==> src/rtl/dds_freq_display.sv <==
// Decodes a DDS phase reload constant back into carrier frequency (100 kHz units),
// then into four BCD digits and active-low seven-segment patterns, using a multi-cycle datapath.
module dds_freq_display #(
   parameter int unsigned width_dds = 32,
   parameter int unsigned fs_units  = 2400
) (
   input  logic                 clk,
   input  logic                 reset_n,
   input  logic [width_dds-1:0] K,
   input  logic                 load,
   output logic                 busy,
   output logic                 done,
   output logic [11:0]          freq,
   output logic [15:0]          bcd,
   output logic [3:0][6:0]      HEX
);

   localparam int unsigned     wacc = width_dds + 12;
   localparam logic [11:0]     fs   = 12'(fs_units);
   localparam logic [wacc-1:0] half = wacc'(1) << (width_dds - 1);

   typedef enum logic [2:0] {IDLE, MUL, ROUND, BCD, SHOW} state_t;

   state_t               state;
   logic [width_dds-1:0] k_lat;
   logic [wacc-1:0]      acc;
   logic [wacc-1:0]      rnd_sum;
   logic [3:0]           cnt;
   logic [11:0]          bin;
   logic [27:0]          dd;
   logic [27:0]          dd_adj;
   logic [27:0]          dd_next;

   function automatic logic [6:0] seg(input logic [3:0] d);
      case (d)
         4'd0:    seg = 7'h3f;
         4'd1:    seg = 7'h06;
         4'd2:    seg = 7'h5b;
         4'd3:    seg = 7'h4f;
         4'd4:    seg = 7'h66;
         4'd5:    seg = 7'h6d;
         4'd6:    seg = 7'h7d;
         4'd7:    seg = 7'h07;
         4'd8:    seg = 7'h7f;
         4'd9:    seg = 7'h6f;
         default: seg = 7'h00;
      endcase
   endfunction

   always_comb begin
      rnd_sum = acc + half;
   end

   // One double-dabble step: bcd digits sit in dd[27:12], the binary shifts out of dd[11:0].
   always_comb begin
      dd_adj = dd;
      for (int unsigned d = 0; d < 4; d++) begin
         if (dd_adj[12 + 4*d +: 4] >= 4'd5)
            dd_adj[12 + 4*d +: 4] = dd_adj[12 + 4*d +: 4] + 4'd3;
      end
      dd_next = dd_adj << 1;
   end

   always_ff @(posedge clk or negedge reset_n) begin
      if (!reset_n) begin
         state <= IDLE;
         busy  <= 1'b0;
         done  <= 1'b0;
         freq  <= '0;
         bcd   <= '0;
         HEX   <= '1;
         k_lat <= '0;
         acc   <= '0;
         cnt   <= '0;
         bin   <= '0;
         dd    <= '0;
      end else begin
         done <= 1'b0;
         case (state)
            IDLE: begin
               if (load) begin
                  k_lat <= K;
                  acc   <= '0;
                  cnt   <= '0;
                  busy  <= 1'b1;
                  state <= MUL;
               end
            end
            MUL: begin
               if (fs[cnt])
                  acc <= acc + (wacc'(k_lat) << cnt);
               if (cnt == 4'd11) begin
                  cnt   <= '0;
                  state <= ROUND;
               end else begin
                  cnt <= cnt + 4'd1;
               end
            end
            ROUND: begin
               bin   <= rnd_sum[wacc-1 -: 12];
               dd    <= {16'h0000, rnd_sum[wacc-1 -: 12]};
               state <= BCD;
            end
            BCD: begin
               dd <= dd_next;
               if (cnt == 4'd11) begin
                  cnt   <= '0;
                  state <= SHOW;
               end else begin
                  cnt <= cnt + 4'd1;
               end
            end
            SHOW: begin
               freq <= bin;
               bcd  <= dd[27:12];
               for (int unsigned i = 0; i < 4; i++)
                  HEX[i] <= ~seg(dd[12 + 4*i +: 4]);
               done  <= 1'b1;
               busy  <= 1'b0;
               state <= IDLE;
            end
            default: state <= IDLE;
         endcase
      end
   end

endmodule
==> config.mk <==
export PLATFORM = sky130hd
export DESIGN_NAME = dds_freq_display
export DESIGN_NICKNAME = d
export VERILOG_FILES = /design/src/rtl/dds_freq_display.sv
export SDC_FILE = /design/constraint.sdc
export NUM_CORES = 1
export LEC_CHECK = 0
export CAP_MARGIN = 40
export CORE_UTILIZATION = 54
export CTS_CLUSTER_SIZE = 24
export DETAILED_ROUTE_END_ITERATION = 8
export HOLD_SLACK_MARGIN = 0.03
export PLACE_DENSITY = 0.78
export SETUP_SLACK_MARGIN = 0.3
export SLEW_MARGIN = 20
export SYNTH_ARGS = -nofsm -noshare
export SYNTH_HDL_FRONTEND = slang
export SYNTH_SLANG_ARGS = --single-unit
==> constraint.sdc <==
create_clock -name clk -period 4.3 [get_ports clk]
set_input_delay 0.645 -clock clk [delete_from_list [all_inputs] [get_ports clk]]
set_output_delay 0.645 -clock clk [all_outputs]
set_load 0.005 [all_outputs]
Fig. 1: run 1, drive-strength map
Scale: 2 px per um.
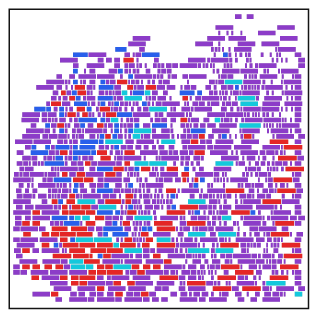
size	colour	cells
drive 6 and up	cyan	39
drive 1 or less	purple	1095
drive 3 to 4	blue	86
drive 2	red	142
count of plain and timing-repair buffers in the layout: 157
final design instance area without fill: 14300 um2
worst setup margin: 0.231 ns
synthesis-to-finish area growth: 22.8%

Fig. 2: run 1, the metal 3 layer
Scale: 3 px per um.
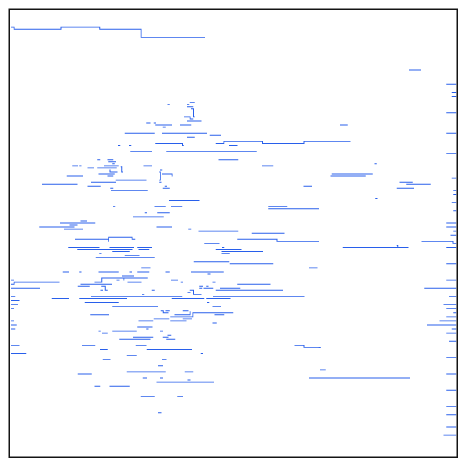
main direction	horizontal
share of all routed wire	4.5%
wire length after detailed routing: 30100 um
met3 global-route usage: 4.04%
count of vias placed by the detailed router: 9969

==> run_summary.xml, run 1 <==
<?xml version="1.0" encoding="UTF-8"?>
<metrics>
  <group name="critical_path">
    <metric name="critical_path_arrival" unit="ns">4.44</metric>
    <metric name="crit_path_start" unit="">cnt[0]$_DFFE_PN0P_</metric>
    <metric name="setup.worst_path.end" unit="">acc[43]$_DFFE_PN0P_</metric>
    <metric name="crit-reg2reg-launch" unit="">cnt[0]$_DFFE_PN0P_</metric>
    <metric name="worstPathCellList" unit="">buf_12, mux4_2, and2_1, a211oi_1, a21oi_1, ha_2, nand4_1, nor2_1, nor2_1, a21oi_2, a311oi_4, o211ai_4, a31oi_4, or4bb_1, nand4_1</metric>
    <metric name="ff2ff_path_depth" unit="">15</metric>
    <metric name="worst_path_max_delay_cell" unit="">dfrtp_2</metric>
  </group>
  <group name="route">
    <metric name="wl_met3" unit="um">1340</metric>
    <metric name="count_of_unresolved_drc_violations_after_routing" unit="">0</metric>
    <metric name="postRouteAntennaNets" unit="">0</metric>
    <metric name="detail_route.first_pass.iterations" unit="">5</metric>
    <metric name="detailroute.wirelength.met2" unit="um">14900</metric>
  </group>
  <group name="logic_synthesis">
    <metric name="synth-area-yosys" unit="um2">11600</metric>
    <metric name="synthTopCellsByCount" unit="">nand2_1 (170), dfrtp_1 (153), nor2_1 (101)</metric>
    <metric name="yosysTopAreaCell" unit="">dfrtp_1</metric>
    <metric name="postSynthCellCount" unit="">1249</metric>
    <metric name="synthesis.area" unit="um2">11600</metric>
  </group>
  <group name="place">
    <metric name="dpl_cell_area" unit="um2">12800</metric>
    <metric name="dpl.hpwl" unit="um">19600</metric>
  </group>
  <group name="cts">
    <metric name="post_cts_resize_count" unit="">11</metric>
    <metric name="cts_tree" unit="">yes</metric>
    <metric name="cts_num_sinks" unit="">181</metric>
    <metric name="clock_latency" unit="ns">0.44</metric>
  </group>
  <group name="global_routing">
    <metric name="maximum_number_of_pins_on_one_net_before_global_route_repair" unit="">91</metric>
    <metric name="grt_pass1_wl" unit="um">45600</metric>
    <metric name="groute.layer.met2.usage" unit="%">43.5</metric>
  </group>
  <group name="timing">
    <metric name="setup-tns-final" unit="ns">0</metric>
    <metric name="fmax" unit="MHz">246</metric>
    <metric name="finalClockPeriodUsage" unit="%">94.6</metric>
  </group>
  <group name="floorplanning">
    <metric name="die-height" unit="um">149</metric>
    <metric name="row_count" unit="">53</metric>
    <metric name="pin_count" unit="">93</metric>
  </group>
  <group name="finish">
    <metric name="clkCellAreaFrac" unit="%">4.20</metric>
    <metric name="layout.core_utilization" unit="%">67.8</metric>
    <metric name="lay_top_cells" unit="">nand2_1 (169), dfrtp_1 (151), nor2_1 (101)</metric>
    <metric name="fillerInstances" unit="">1585</metric>
    <metric name="layout.area.comb" unit="um2">7100</metric>
  </group>
  <group name="flow_run">
    <metric name="maxCapViolations" unit="">0</metric>
  </group>
  <group name="outcome">
    <metric name="run_status" unit="">finished clean</metric>
  </group>
</metrics>
Fig. 3: run 1, gate families picked out
Scale: 2 px per um.
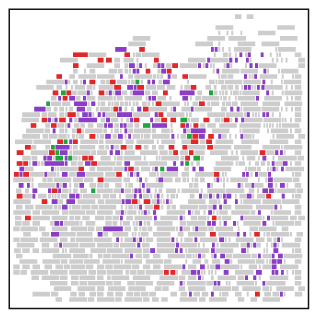
family	colour	cells	most used
inverting AOI/OAI gates	purple	266	o21ai_0
AND and OR gates	green	16	and2_1
AND-OR and OR-AND gates	red	85	a22o_1
final cell count without fillers: 1637
Comb/total area: 49.7%
most instantiated logic cell after routing: nand2_1

## run 1: how the worst min path moves through the flow
| stage | start | end | slack, ns |
|---|---|---|---|
| finish | HEX[22]$_DFFE_PN1P_ | HEX[22]$_DFFE_PN1P_ | 0.47 |
| global route | HEX[1]$_DFFE_PN1P_ | HEX[1]$_DFFE_PN1P_ | 0.49 |
| CTS | reset_n | bcd[6]$_DFFE_PN0P_ | 0.30 |
| detailed placement | bin[6]$_DFFE_PN0P_ | freq[6]$_DFFE_PN0P_ | 0.46 |
| global placement | bin[8]$_DFFE_PN0P_ | freq[8]$_DFFE_PN0P_ | 0.45 |
| floorplan | reset_n | acc[0]$_DFFE_PN0P_ | 0.35 |
Fig. 4: run 1, routing congestion map
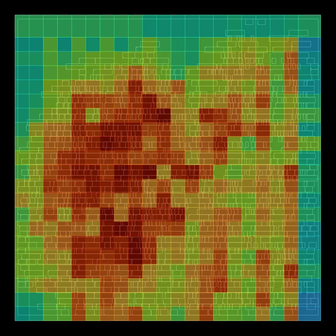

==> run 1 -> run 2 <==
--- a/config.mk
+++ b/config.mk
@@ -6,6 +6,7 @@
 export NUM_CORES = 1
 export LEC_CHECK = 0
 export CAP_MARGIN = 40
+export CORE_ASPECT_RATIO = 1.5
 export CORE_UTILIZATION = 54
 export CTS_CLUSTER_SIZE = 24
 export DETAILED_ROUTE_END_ITERATION = 8
Fig. 5: run 2, routing congestion map
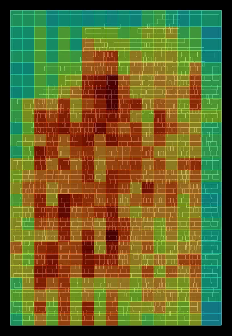
routing layer with the top usage in global route: met2
post-DR wirelength/cell: 18.2 um
utilization of the core after routing: 67.2%
M1 GR Usage: 28.1%
met2 usage in global routing: 48.6%

Fig. 6: run 2, gate families picked out
Scale: 2 px per um.
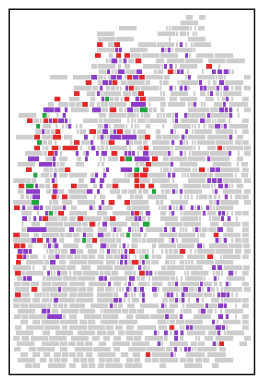
family	colour	cells	most used
AND and OR gates	green	16	and2_1
AND-OR and OR-AND gates	red	85	a22o_1
inverting AOI/OAI gates	purple	266	o21ai_0

Fig. 7: run 2, drive-strength map
Scale: 2 px per um.
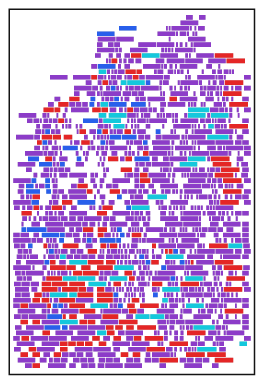
size	colour	cells
drive 3 to 4	blue	62
drive 2	red	150
drive 6 and up	cyan	41
drive 1 or less	purple	1095

==> run 2 against run 1 <==
Against the previous run: sequential share of layout area grew 0.35 points; count of clock-buffer cells in the layout shrank 1; largest cell class unchanged.
==> run_summary.xml, run 2 <==
<?xml version="1.0" encoding="UTF-8"?>
<metrics>
  <group name="finish">
    <metric name="synthesis_to_finish_area_growth" unit="%">21.5</metric>
    <metric name="mostFrequentLayoutCell" unit="">nand2_1</metric>
    <metric name="lay_top_cells" unit="">nand2_1 (169), dfrtp_1 (150), nor2_1 (99)</metric>
    <metric name="layoutNonFillerInstCount" unit="">1616</metric>
  </group>
  <group name="outcome">
    <metric name="run_status" unit="">finished clean</metric>
  </group>
  <group name="critical_path">
    <metric name="ff2ff_path_depth" unit="">17</metric>
    <metric name="crit-reg2reg-launch" unit="">cnt[0]$_DFFE_PN0P_</metric>
    <metric name="crit_path_start" unit="">cnt[0]$_DFFE_PN0P_</metric>
    <metric name="setup.worst_path.end" unit="">acc[31]$_DFFE_PN0P_</metric>
    <metric name="worst_path_max_delay_cell" unit="">dfrtp_2</metric>
  </group>
  <group name="route">
    <metric name="postRouteAntennaNets" unit="">0</metric>
    <metric name="count_of_unresolved_drc_violations_after_routing" unit="">0</metric>
    <metric name="detailroute.via_count" unit="">9773</metric>
    <metric name="wl_met3" unit="um">1020</metric>
    <metric name="detail_route.first_pass.iterations" unit="">5</metric>
    <metric name="drt-total-wl" unit="um">29400</metric>
  </group>
  <group name="cts">
    <metric name="cts_num_sinks" unit="">181</metric>
    <metric name="clock_latency" unit="ns">0.44</metric>
    <metric name="post_cts_resize_count" unit="">4</metric>
    <metric name="cts_tree" unit="">yes</metric>
  </group>
  <group name="timing">
    <metric name="finalWorstSetupSlack" unit="ns">0.288</metric>
    <metric name="fmax" unit="MHz">249</metric>
    <metric name="setup-tns-final" unit="ns">0</metric>
    <metric name="finalClockPeriodUsage" unit="%">93.3</metric>
  </group>
  <group name="global_routing">
    <metric name="grt_pass1_wl" unit="um">46000</metric>
    <metric name="maximum_number_of_pins_on_one_net_before_global_route_repair" unit="">92</metric>
    <metric name="use_met3" unit="%">3.52</metric>
  </group>
  <group name="floorplanning">
    <metric name="pin_count" unit="">93</metric>
    <metric name="die-height" unit="um">182</metric>
    <metric name="row_count" unit="">65</metric>
  </group>
  <group name="logic_synthesis">
    <metric name="synth-area-yosys" unit="um2">11600</metric>
    <metric name="yosysTopAreaCell" unit="">dfrtp_1</metric>
    <metric name="postSynthCellCount" unit="">1249</metric>
  </group>
  <group name="hold_path">
    <metric name="worstHoldStart" unit="">HEX[1]$_DFFE_PN1P_</metric>
  </group>
</metrics>
[run 2: netlist changes by cell type in the layout (fill, tap and decap cells not counted), sizes merged]
cell / previous run / this run
buf: 62 / 48
inv: 39 / 36
clkinv: 3 / 5
bufinv: 2 / 3
[run 2: layout make-up]
class                   instances  area (um2)  area share [%]
multi-input cells             959        7010            49.5
flip-flops and latches        181        4570            32.3
clock inverters                14         190            1.34
inverters                      32         124           0.876
repair buffers                144        1480            10.5
well taps                     268         335            2.37
clock buffers                  18         439            3.10
